$ cat src/rtl/ppi_strobe_port.sv
// Mode 1 strobed-handshake engine for one PPI port: synchronises STB#/ACK#, latches data, drives IBF/OBF#/INTR.
// Pin events act 3 edges after the pin changes (SYNC_STAGES=2); CPU strobes act on the next edge; no backpressure.
module ppi_strobe_port #(
    parameter int WIDTH       = 8,
    parameter int SYNC_STAGES = 2
) (
    input  logic             clk,
    input  logic             reset,
    input  logic             cfg_enable,
    input  logic             cfg_dir,
    input  logic             inte_set,
    input  logic             inte_clr,
    input  logic             cpu_wr_stb,
    input  logic [WIDTH-1:0] cpu_wr_data,
    input  logic             cpu_rd_stb,
    output logic [WIDTH-1:0] cpu_rd_data,
    input  logic [WIDTH-1:0] port_in,
    output logic [WIDTH-1:0] port_out,
    output logic             port_oe,
    input  logic             stb_n,
    input  logic             ack_n,
    output logic             ibf,
    output logic             obf_n,
    output logic             intr,
    output logic             overrun
);
    localparam int LAST = SYNC_STAGES - 1;

    typedef enum logic {EMPTY, FULL} in_state_t;
    typedef enum logic [1:0] {IDLE, PEND, DONE} out_state_t;

    logic [SYNC_STAGES-1:0] stb_sync;
    logic [SYNC_STAGES-1:0] ack_sync;
    logic [WIDTH-1:0]       data_sync [SYNC_STAGES];
    logic                   stb_dly;
    logic                   ack_dly;
    logic                   dir_q;
    logic                   inte;
    in_state_t              in_state;
    out_state_t             out_state;

    always_ff @(posedge clk) begin
        if (reset) begin
            stb_sync <= '1;
            ack_sync <= '1;
            stb_dly  <= 1'b1;
            ack_dly  <= 1'b1;
            for (int i = 0; i < SYNC_STAGES; i++) data_sync[i] <= '0;
        end else begin
            stb_sync     <= {stb_sync[SYNC_STAGES-2:0], stb_n};
            ack_sync     <= {ack_sync[SYNC_STAGES-2:0], ack_n};
            stb_dly      <= stb_sync[LAST];
            ack_dly      <= ack_sync[LAST];
            data_sync[0] <= port_in;
            for (int i = 1; i < SYNC_STAGES; i++) data_sync[i] <= data_sync[i-1];
        end
    end

    // Data is taken from the same sync stage as the strobe so a capture sees matching bits.
    logic stb_fall, stb_rise, ack_fall, ack_rise, clr;
    assign stb_fall = stb_dly & ~stb_sync[LAST];
    assign stb_rise = ~stb_dly & stb_sync[LAST];
    assign ack_fall = ack_dly & ~ack_sync[LAST];
    assign ack_rise = ~ack_dly & ack_sync[LAST];
    assign clr      = ~cfg_enable | (cfg_dir != dir_q);

    always_ff @(posedge clk) begin
        if (reset) begin
            dir_q       <= cfg_dir;
            inte        <= 1'b0;
            ibf         <= 1'b0;
            obf_n       <= 1'b1;
            intr        <= 1'b0;
            overrun     <= 1'b0;
            port_out    <= '0;
            cpu_rd_data <= '0;
            port_oe     <= 1'b0;
            in_state    <= EMPTY;
            out_state   <= IDLE;
        end else begin
            dir_q <= cfg_dir;
            if (inte_clr)
                inte <= 1'b0;
            else if (inte_set)
                inte <= 1'b1;

            if (clr) begin
                ibf         <= 1'b0;
                obf_n       <= 1'b1;
                intr        <= 1'b0;
                overrun     <= 1'b0;
                port_out    <= '0;
                cpu_rd_data <= '0;
                port_oe     <= 1'b0;
                in_state    <= EMPTY;
                out_state   <= IDLE;
            end else begin
                port_oe <= ~cfg_dir;
                if (cfg_dir) begin
                    // A capture coinciding with a read counts as fresh data, not an overrun.
                    if (stb_fall) begin
                        cpu_rd_data <= data_sync[LAST];
                        ibf         <= 1'b1;
                        in_state    <= FULL;
                        if (cpu_rd_stb) begin
                            intr    <= 1'b0;
                            overrun <= 1'b0;
                        end else if (in_state == FULL) begin
                            overrun <= 1'b1;
                        end
                    end else if (cpu_rd_stb) begin
                        ibf      <= 1'b0;
                        intr     <= 1'b0;
                        overrun  <= 1'b0;
                        in_state <= EMPTY;
                    end else if (stb_rise && ibf && inte) begin
                        intr <= 1'b1;
                    end
                end else begin
                    if (cpu_wr_stb) begin
                        port_out  <= cpu_wr_data;
                        obf_n     <= 1'b0;
                        intr      <= 1'b0;
                        out_state <= PEND;
                    end else begin
                        case (out_state)
                            PEND: if (ack_fall) begin
                                obf_n     <= 1'b1;
                                out_state <= DONE;
                            end
                            DONE: if (ack_rise) begin
                                intr      <= inte;
                                out_state <= IDLE;
                            end
                            default: out_state <= IDLE;
                        endcase
                    end
                end
                if (inte_clr) intr <= 1'b0;
            end
        end
    end
endmodule

$ cat config.mk
export PLATFORM = sky130hd
export DESIGN_NAME = ppi_strobe_port
export DESIGN_NICKNAME = d
export VERILOG_FILES = /design/src/rtl/ppi_strobe_port.sv
export SDC_FILE = /design/constraint.sdc
export NUM_CORES = 1
export LEC_CHECK = 0
export ABC_CLOCK_PERIOD_IN_PS = 1400
export CORE_MARGIN = 2
export CORE_UTILIZATION = 45
export CTS_BUF_LIST = sky130_fd_sc_hd__clkbuf_16
export CTS_CLUSTER_DIAMETER = 120
export DETAILED_ROUTE_END_ITERATION = 10
export PLACE_DENSITY = 0.77
export SYNTH_ARGS = -nofsm -noshare
export SYNTH_HDL_FRONTEND = slang
export SYNTH_SLANG_ARGS = --single-unit
export TNS_END_PERCENT = 20
$ cat constraint.sdc
create_clock -name clk -period 1.4 [get_ports clk]
set_input_delay 0.14 -clock clk [delete_from_list [all_inputs] [get_ports clk]]
set_output_delay 0.14 -clock clk [all_outputs]
set_load 0.1 [all_outputs]
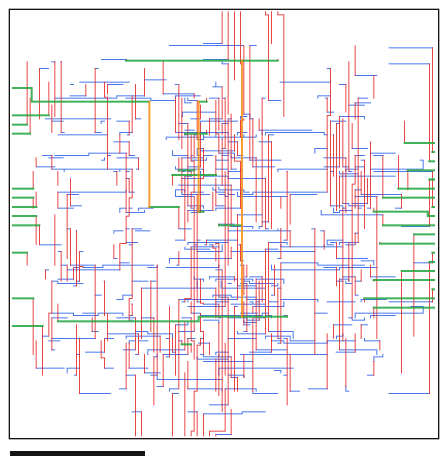
(run_1/layers.png)
Scale bar: 20 um.
[orange] M4 | wire length: 70.0 um
[blue] M1 | wire length: 1170 um
[red] M2 | wire length: 1620 um
[green] M3 | wire length: 224 um

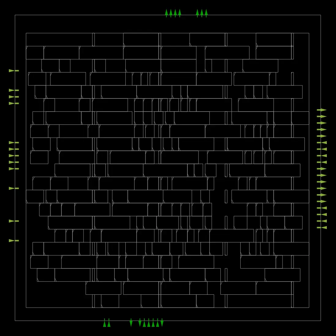
(run_1/placed.png)
Core Area: 0.00336 mm^2
Non-Filler Instances: 263

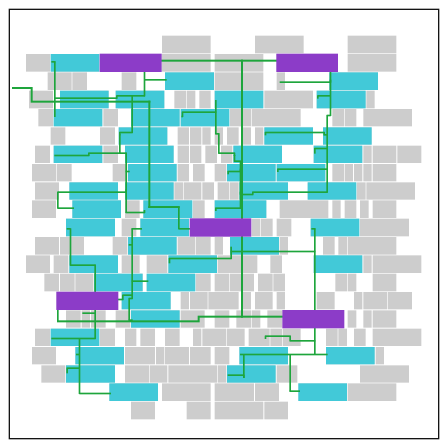
(run_1/clock_wires.png)
[purple] clock-net drivers | count: 5
[cyan] flip-flops | count: 47
[green] clock wires | length: 475 um
routed clock nets: 6

==> out/metrics.yaml, run 1 <==
num_antenna_cells: 0
synth_top_cell_by_area: "dfxtp_1"
post_cts_buffers: 0
yosys.area_share.aoi_pct: 9.70
tns_ps: 0
nWellTaps: 46
dpl-instance-area_mm2: 0.00233
clk_pin_slew_ps: 60
leakage_nw: 0.920
xor_share_pct: 0.548
min_from: "port_in[5]"
dieWidth_um: 63.6
grtUsageTotal_pct: 18.2
drt_iter0_markers: 46
synthCells: 164
pre_cts_slack_ps: -117
grtUsageMet1_pct: 18.0
edf_count: 0
netlist_area_mm2: 0.00160
worstHoldPathCells: 2
grtUsageMet3_pct: 7.68
comb-power_mw: 0.254
p_seq_mw: 1.39
rsz0062_at_grt: "no"
fin_crit_sh_pct: 91.0
fmax_mhz: 785
crit_type: "reg -> reg"
slew_headroom_pct: 75.7
clock_path_buffers: 2
crit_end: "intr"
avgSynthCellArea_um2: 9.75
ant_nets: 0
io_pins: 47
reg2reg_to: "intr"
tool_warnings: 26
dr_wl_met2_mm: 1.62
final_nets: 242
routed.top_layer: "met4"
ys_top_logic_family: "simple AND/OR/NAND/NOR gates"
fa_ha_area_share_pct: 0
use_met2_pct: 32.2
mux_area_share_pct: 0.626
finalMaxSlewViolations: 0
path_buffers: 0
cts_max_level: 2
logic_gates: 107
n_all_buffers: 53
grt_overflow: 0
crit_family: "flip-flops"
avgViaCountPerCell: 4.79
seq_area_share_pct: 38.1
ys_cells: 164
ir_drop_v: 0.000955
combGateArea_um2: 602
yosysMostFrequentCell: "dfxtp_1"
min_period_ps: 1270
synth.distinct_cells: 27
r2r-start: "out_state[0]"
fillers: 251
dp_cells: 255
clockPowerShare_pct: 40.3
synthFlopType: "dfxtp_1"
finalSetupViolCount: 0
drcViolationCount: 0
grt_max_degree: 23
skew_ps: 5.64
regArea_um2: 942
crit_arrival_ps: 1450
status: "completed"
fp_nets: 190
final.setup.worst_slack_ps: 126
dieArea_mm2: 0.00405
largest_reg_flops: 16
cp.depth: 4
grt_pass1_wl_mm: 5.61
busiest_layer: "met2"
wl_met3_um: 224
cts_tree: "built"
postLayoutCellArea_mm2: 0.00247
hold_viol: 0
numCtsBuffers: 5
reg_top3: "data_sync (16), cpu_rd_data (8), port_out (8)"
--- run 2 (diff from run 1) ---
--- a/config.mk
+++ b/config.mk
@@ -6,12 +6,13 @@
 export NUM_CORES = 1
 export LEC_CHECK = 0
 export ABC_CLOCK_PERIOD_IN_PS = 1400
+export CAP_MARGIN = 20
 export CORE_MARGIN = 2
 export CORE_UTILIZATION = 45
 export CTS_BUF_LIST = sky130_fd_sc_hd__clkbuf_16
 export CTS_CLUSTER_DIAMETER = 120
 export DETAILED_ROUTE_END_ITERATION = 10
-export PLACE_DENSITY = 0.77
+export DONT_BUFFER_PORTS = 1
 export SYNTH_ARGS = -nofsm -noshare
 export SYNTH_HDL_FRONTEND = slang
 export SYNTH_SLANG_ARGS = --single-unit
==> run 2 against run 1 <==
Net effect: die size did not move; total power fell by 2.4%; highest routed layer unchanged; combinational power fell by 24%; global-route usage fell by 1.9 points.
==> out/metrics.yaml, run 2 <==
status: "completed"
avgViaCountPerCell: 4.75  # -0.93%
ir_drop_v: 0.000988  # +3.6%
tool_warnings: 26  # unchanged
hold_ws_ps: 5.20
cts_max_level: 2  # unchanged
r2r-start: "out_state[0]"
routed.top_layer: "met4"
min_period_ps: 1260  # -16.0 ps
grt_max_degree: 25  # +8.7%
busiest_layer: "met2"
fa_ha_area_share_pct: 0  # unchanged
use_met2_pct: 28.7  # -3.6 points
powerDensity_mw_per_mm2: 1270
logic_gates: 107  # unchanged
p_seq_mw: 1.39  # about the same
largest_reg_flops: 16  # unchanged
cts_tree: "built"
ys_cells: 164  # unchanged
reg2reg_to: "intr"
finalMaxSlewViolations: 0  # unchanged
grt_overflow: 0  # unchanged
drcViolationCount: 0  # unchanged
crit_family: "flip-flops"
postLayoutCellArea_mm2: 0.00212  # -14%
rsz0062_at_grt: "no"
skew_ps: 1.72  # -3.92 ps
largest_class: "sequential cells"
clk_pin_slew_ps: 60  # about the same
dpl-instance-area_mm2: 0.00177  # -24%
clockPowerShare_pct: 41.3  # +1.0 points
crit_arrival_ps: 1400  # -50 ps
crit_end: "intr"
regArea_um2: 942  # unchanged
fin_crit_sh_pct: 89.9  # -1.1 points
area_leaders: "dfxtp_1 59%, nor2b_1 7.4%, nand2_1 6.6%"
final_nets: 231  # -4.5%
num_antenna_cells: 0  # unchanged
reg_top3: "data_sync (16), cpu_rd_data (8), port_out (8)"
synthCells: 164  # unchanged
yosysChipArea_mm2: 0.00160
fp-row-count: 21
synth_top_cell_by_area: "dfxtp_1"
clock_path_buffers: 2  # unchanged
post_cts_buffers: 0  # unchanged
n_all_buffers: 42  # -21%
seq_area_share_pct: 44.5  # +6.4 points
wl_met3_um: 178  # -21%
final.setup.worst_slack_ps: 142  # +16.0 ps
slew_headroom_pct: 51.4  # -24 points
io_pins: 47  # unchanged
fp_nets: 190  # unchanged
crit_type: "reg -> reg"
path_buffers: 0  # unchanged
mux_area_share_pct: 0.626  # unchanged
fmax_mhz: 795  # +1.3%
comb-power_mw: 0.192  # -24%
worstHoldPathCells: 2  # unchanged
yosys.area_share.aoi_pct: 9.70  # unchanged
synth.distinct_cells: 27  # unchanged
pre_cts_slack_ps: 190  # +307 ps
dieWidth_um: 63.6  # unchanged
ant_nets: 0  # unchanged
grt_pass1_wl_mm: 5.06  # -9.7%
drt_iter0_markers: 22  # -52%
coreArea_mm2: 0.00336  # unchanged
yosysMostFrequentCell: "dfxtp_1"
areaGrowthSynthToFinish_pct: 32.6
finalSetupViolCount: 0  # unchanged
grtUsageMet3_pct: 4.64  # -3.0 points
dp_cells: 224  # -12%
synthFlopType: "dfxtp_1"
avgSynthCellArea_um2: 9.75  # unchanged
combGateArea_um2: 602  # unchanged
hold_path_class: "in -> reg"
min_from: "cpu_wr_data[3]"
dr_wl_met2_mm: 1.47  # -9.2%
ys_top_logic_family: "simple AND/OR/NAND/NOR gates"
leakage_nw: 0.811  # -12%
dieArea_mm2: 0.00405  # unchanged
grtUsageTotal_pct: 16.4  # -1.9 points
numCtsBuffers: 5  # unchanged
edf_count: 0  # unchanged
cp.depth: 4  # unchanged
tns_ps: 0  # unchanged
grtUsageMet1_pct: 17.0  # -1.0 points
xor_share_pct: 0.548  # unchanged
ys_ff: 47
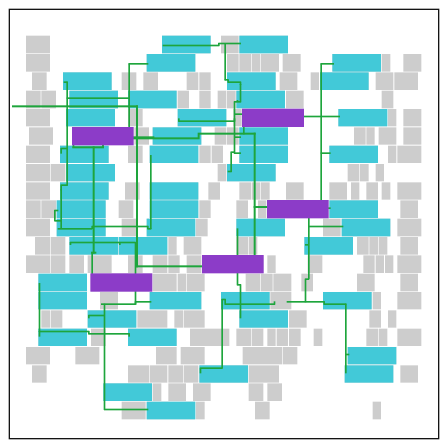
(run_2/clock_wires.png)
[purple] clock-net drivers | count: 5
[cyan] flip-flops | count: 47
[green] clock wires | length: 443 um
flops lie: all over the die

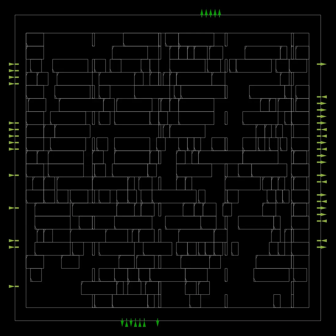
(run_2/placed.png)
Non-Filler Instances: 252
Filler cells: 305
flop count: 47
Well-Tap Cells: 46

Power figures rest on the tool's default switching activity, not on a simulated workload.
